==> src/rtl/mem_arbiter.sv <==
// Two-requester main-memory arbiter: data side and instruction side share one
// memory port. Round-robin on ties, one outstanding access at a time, with a
// bounded wait for mem_ready that reports a timeout through err.
module mem_arbiter #(
    parameter int AW      = 10,
    parameter int DW      = 32,
    parameter int TIMEOUT = 255
) (
    input  logic          clk,
    input  logic          rst,
    input  logic          d_req,
    input  logic          d_we,
    input  logic [AW-1:0] d_addr,
    input  logic [DW-1:0] d_wdata,
    output logic          d_ack,
    output logic [DW-1:0] d_rdata,
    input  logic          i_req,
    input  logic [AW-1:0] i_addr,
    output logic          i_ack,
    output logic [DW-1:0] i_rdata,
    output logic          err,
    output logic          mem_en,
    output logic          mem_we,
    output logic [AW-1:0] mem_addr,
    output logic [DW-1:0] mem_wdata,
    input  logic [DW-1:0] mem_rdata,
    input  logic          mem_ready,
    output logic          busy
);

    localparam int CW = (TIMEOUT < 2) ? 1 : $clog2(TIMEOUT + 1);

    typedef enum logic [1:0] {
        IDLE   = 2'd0,
        ACCESS = 2'd1,
        RESP   = 2'd2
    } state_t;

    state_t        state;
    state_t        state_next;
    logic          last_grant;   // 0 = data served last, 1 = instruction
    logic          side;         // requester owning the current transfer
    logic          we_q;
    logic          err_q;
    logic [CW-1:0] wait_cnt;
    logic [AW-1:0] addr_q;
    logic [DW-1:0] wdata_q;
    logic [DW-1:0] d_rdata_q;
    logic [DW-1:0] i_rdata_q;
    logic          grant_d;
    logic          grant_i;
    logic          timeout_hit;

    // Grant decision and next-state logic; a tie goes to the side not served last
    always_comb begin
        grant_d     = 1'b0;
        grant_i     = 1'b0;
        timeout_hit = 1'b0;
        state_next  = state;
        case (state)
            IDLE: begin
                grant_d = d_req && (!i_req || last_grant);
                grant_i = i_req && !grant_d;
                if (grant_d || grant_i) begin
                    state_next = ACCESS;
                end
            end
            ACCESS: begin
                // The count reaches TIMEOUT on this cycle if it is one short now
                timeout_hit = (wait_cnt == CW'(TIMEOUT - 1));
                if (mem_ready || timeout_hit) begin
                    state_next = RESP;
                end
            end
            RESP: begin
                state_next = IDLE;
            end
            default: begin
                state_next = IDLE;
            end
        endcase
    end

    // State register plus request latching, wait counting and read-data capture
    always_ff @(posedge clk) begin
        if (rst) begin
            state      <= IDLE;
            last_grant <= 1'b1;
            side       <= 1'b0;
            we_q       <= 1'b0;
            err_q      <= 1'b0;
            wait_cnt   <= '0;
            addr_q     <= '0;
            wdata_q    <= '0;
            d_rdata_q  <= '0;
            i_rdata_q  <= '0;
        end else begin
            state <= state_next;
            case (state)
                IDLE: begin
                    if (grant_d || grant_i) begin
                        side       <= grant_i;
                        last_grant <= grant_i;
                        we_q       <= grant_d && d_we;
                        addr_q     <= grant_d ? d_addr : i_addr;
                        wdata_q    <= grant_d ? d_wdata : '0;
                        wait_cnt   <= '0;
                        err_q      <= 1'b0;
                    end
                end
                ACCESS: begin
                    if (mem_ready) begin
                        // A ready in the timeout cycle still completes normally
                        err_q <= 1'b0;
                        if (side) begin
                            i_rdata_q <= we_q ? '0 : mem_rdata;
                        end else begin
                            d_rdata_q <= we_q ? '0 : mem_rdata;
                        end
                    end else if (timeout_hit) begin
                        err_q <= 1'b1;
                        if (side) begin
                            i_rdata_q <= '0;
                        end else begin
                            d_rdata_q <= '0;
                        end
                    end else begin
                        wait_cnt <= wait_cnt + CW'(1);
                    end
                end
                default: begin
                end
            endcase
        end
    end

    // Outputs decode directly from the state so reset drops them on the same edge
    always_comb begin
        mem_en    = (state == ACCESS);
        mem_we    = (state == ACCESS) && we_q;
        mem_addr  = addr_q;
        mem_wdata = wdata_q;
        d_ack     = (state == RESP) && !side;
        i_ack     = (state == RESP) && side;
        err       = (state == RESP) && err_q;
        busy      = (state != IDLE);
        d_rdata   = d_rdata_q;
        i_rdata   = i_rdata_q;
    end

endmodule

==> config.mk <==
export PLATFORM = sky130hd
export DESIGN_NAME = mem_arbiter
export DESIGN_NICKNAME = d
export VERILOG_FILES = /design/src/rtl/mem_arbiter.sv
export SDC_FILE = /design/constraint.sdc
export NUM_CORES = 1
export LEC_CHECK = 0
export ABC_AREA = 1
export CORE_ASPECT_RATIO = 0.9
export CORE_MARGIN = 3
export CORE_UTILIZATION = 48
export CTS_BUF_LIST = sky130_fd_sc_hd__clkbuf_4 sky130_fd_sc_hd__clkbuf_8
export DETAILED_ROUTE_END_ITERATION = 6
export GPL_TIMING_DRIVEN = 1
export PLACE_DENSITY = 0.9
export SYNTH_ARGS = -nofsm -noshare
export SYNTH_HDL_FRONTEND = slang
export SYNTH_SLANG_ARGS = --single-unit
export TNS_END_PERCENT = 5
==> constraint.sdc <==
create_clock -name clk -period 2.3 [get_ports clk]
set_input_delay 0.575 -clock clk [delete_from_list [all_inputs] [get_ports clk]]
set_output_delay 0.575 -clock clk [all_outputs]
set_load 0.02 [all_outputs]
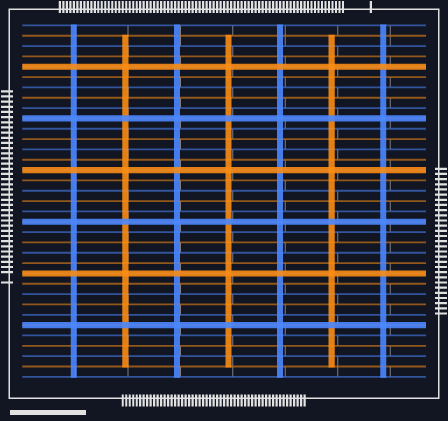
pdn.png
Scale bar: 20 microns. Pins as bars on the die edge. Tap cells in grey.
VDD -> orange
VSS -> blue
signal pins = 202
tap cells = 126
met4 straps = 7
met5 straps = 6
chip height: 102 microns
Peak supply drop: 0.000403 V
Die Span X: 113 microns
core area: 9830 sq um

==> flow_summary_export.csv <==
group,metric,value,unit
outcome,outcome,"completed",
yosys,synth_top_cell_by_area,"dfxtp_1",
yosys,ff_type,"dfxtp_1",
power,p_seq_share,42.7,%
setup_path,crit_family,"buffers and inverters",
setup_path,r2r_cells,8,
yosys,simple_gate_share,26.2,%
final_timing,finalSetupTns,0,ns
final_layout,ff_count,120,
global_route,antenna_found_initial,0,
final_layout,layout.cells.most_common,"clkdlybuf4s50_1",
setup_path,arrival,1.63,ns
final_layout,sh_comb_area,27.7,%
setup_path,endpoint_kind,"output port",
detailed_routing,vias,5289,
global_route,grt-ovfl-total,0,
yosys,synth.top_cell.area_share,48.9,%
final_layout,nClkBuffers,21,
setup_path,crit_cells,3,
setup_path,critPathMaxFanout,4,
global_route,grt.met1_usage,31.1,%
yosys,yosysWarnings,0,
yosys,logic_family,"simple AND/OR/NAND/NOR gates",
global_route,grt_util_met3,5.45,%
yosys,edf_count,0,
final_timing,clock_skew,0.0144,ns
yosys,synth.cellmix.adderShare,0.509,%
clock_network,path_clk_slew,0.07,ns
clock_network,clk_path_buf_depth,2,
setup_path,cp_slowest_stage_delay,0.64,ns
global_route,grt_max_degree,66,
flow_run,cap_violations,0,
final_timing,fmax,0.454,GHz
hold_path,min-delay-start,"mem_wdata[19]",
final_layout,nets,952,
final_timing,holdWs,0.448,ns
placed_design,hpwl,11.2,mm
placed_design,place_worst_setup_slack,-0.140,ns
global_route,gr-max-usage-layer,"met2",
final_timing,min_period,2.20,ns
power,switchingPower,1.52,mW
final_layout,buffer_area_share,29.4,%
setup_path,worstSetupPathType,"flip-flop to output port",
final_layout,layout.cells.non_filler,999,
setup_path,regToRegSetupSlack,0.42,ns
power,swShare,28.5,%
final_layout,layout_top_cells,"clkdlybuf4s50_1 (196), nand2_1 (130), dfxtp_1 (120)",
setup_path,cp_slowest_cell,"clkdlybuf4s50_1",
clock_network,clk_latency,0.43,ns
yosys,fp_nets,762,
final_layout,signal_buffers,217,
global_route,grt_pass1_vias,5099,
global_route,grt_pass1_wl,24.7,mm
final_timing,setup_ws,0.0987,ns
yosys,yosys_area,4910,sq um
final_layout,inv_count,55,
final_timing,max_slew_margin,33.9,%
floorplan,die_area,11500,sq um
detailed_routing,wl_met2,8.18,mm
yosys,synth_top_cell_by_count,"nand2_1",
detailed_routing,drc_errors,0,
final_layout,area_growth,51.2,%
yosys,synth_cell_types,25,
setup_path,path_cells,"inv_2 -> nand2_2 -> clkdlybuf4s50_1",
power,p_per_area,718,nW/um^2
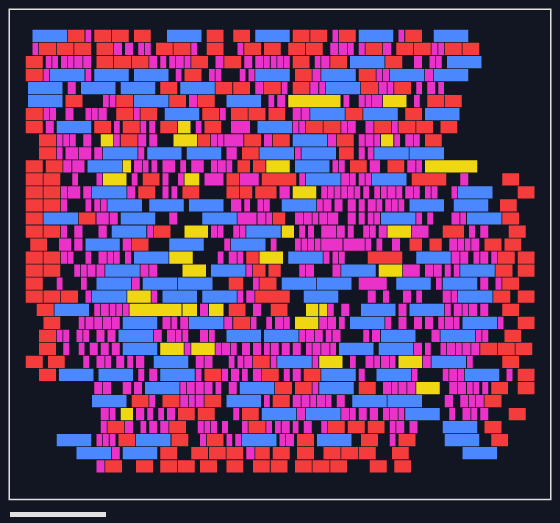
cell_classes.png
Scale bar: 20 microns.
clock drivers and dummy loads -> yellow  # cells 32, share of their area 5.8%
other buffers and delay cells -> red  # cells 217, share of their area 30%
all other logic -> magenta  # cells 504, share of their area 31%
flip-flops -> blue  # cells 120, share of their area 33%
finished layout cell area: 7430 sq um
row count: 34
Final Core Density: 75.6%
flop share of the area: 32.4%

[power by group through the flow]
| stage | Clock [mW] | Sequential [mW] | Combinational, mW |
|---|---|---|---|
| 6_report | 2.00 | 2.28 | 1.06 |
| 5_1_grt | 2.08 | 2.29 | 1.14 |
| 4_1_cts | 2.00 | 2.27 | 1.06 |
| 3_5_place_dp | 0 | 2.32 | 1.05 |
| 3_3_place_gp | 0 | 2.31 | 1.02 |
| 2_1_floorplan | 0 | 2.44 | 0.420 |
[registers in the layout (all words and copies together) (netlist names)]
name,flops
d_rdata,32
err_q,1
i_rdata,32
last_grant,1
mem_addr,10
mem_wdata,32
side,1
state,2
wait_cnt,8
we_q,1
[timing repair]
action,in CTS,in global routing
endpoints found under the hold margin,0,0
gates resized,3,2
gates cloned,0,0
endpoints found under the setup margin,3,2
No activity file was given, so power comes from the tool's default toggle rates.
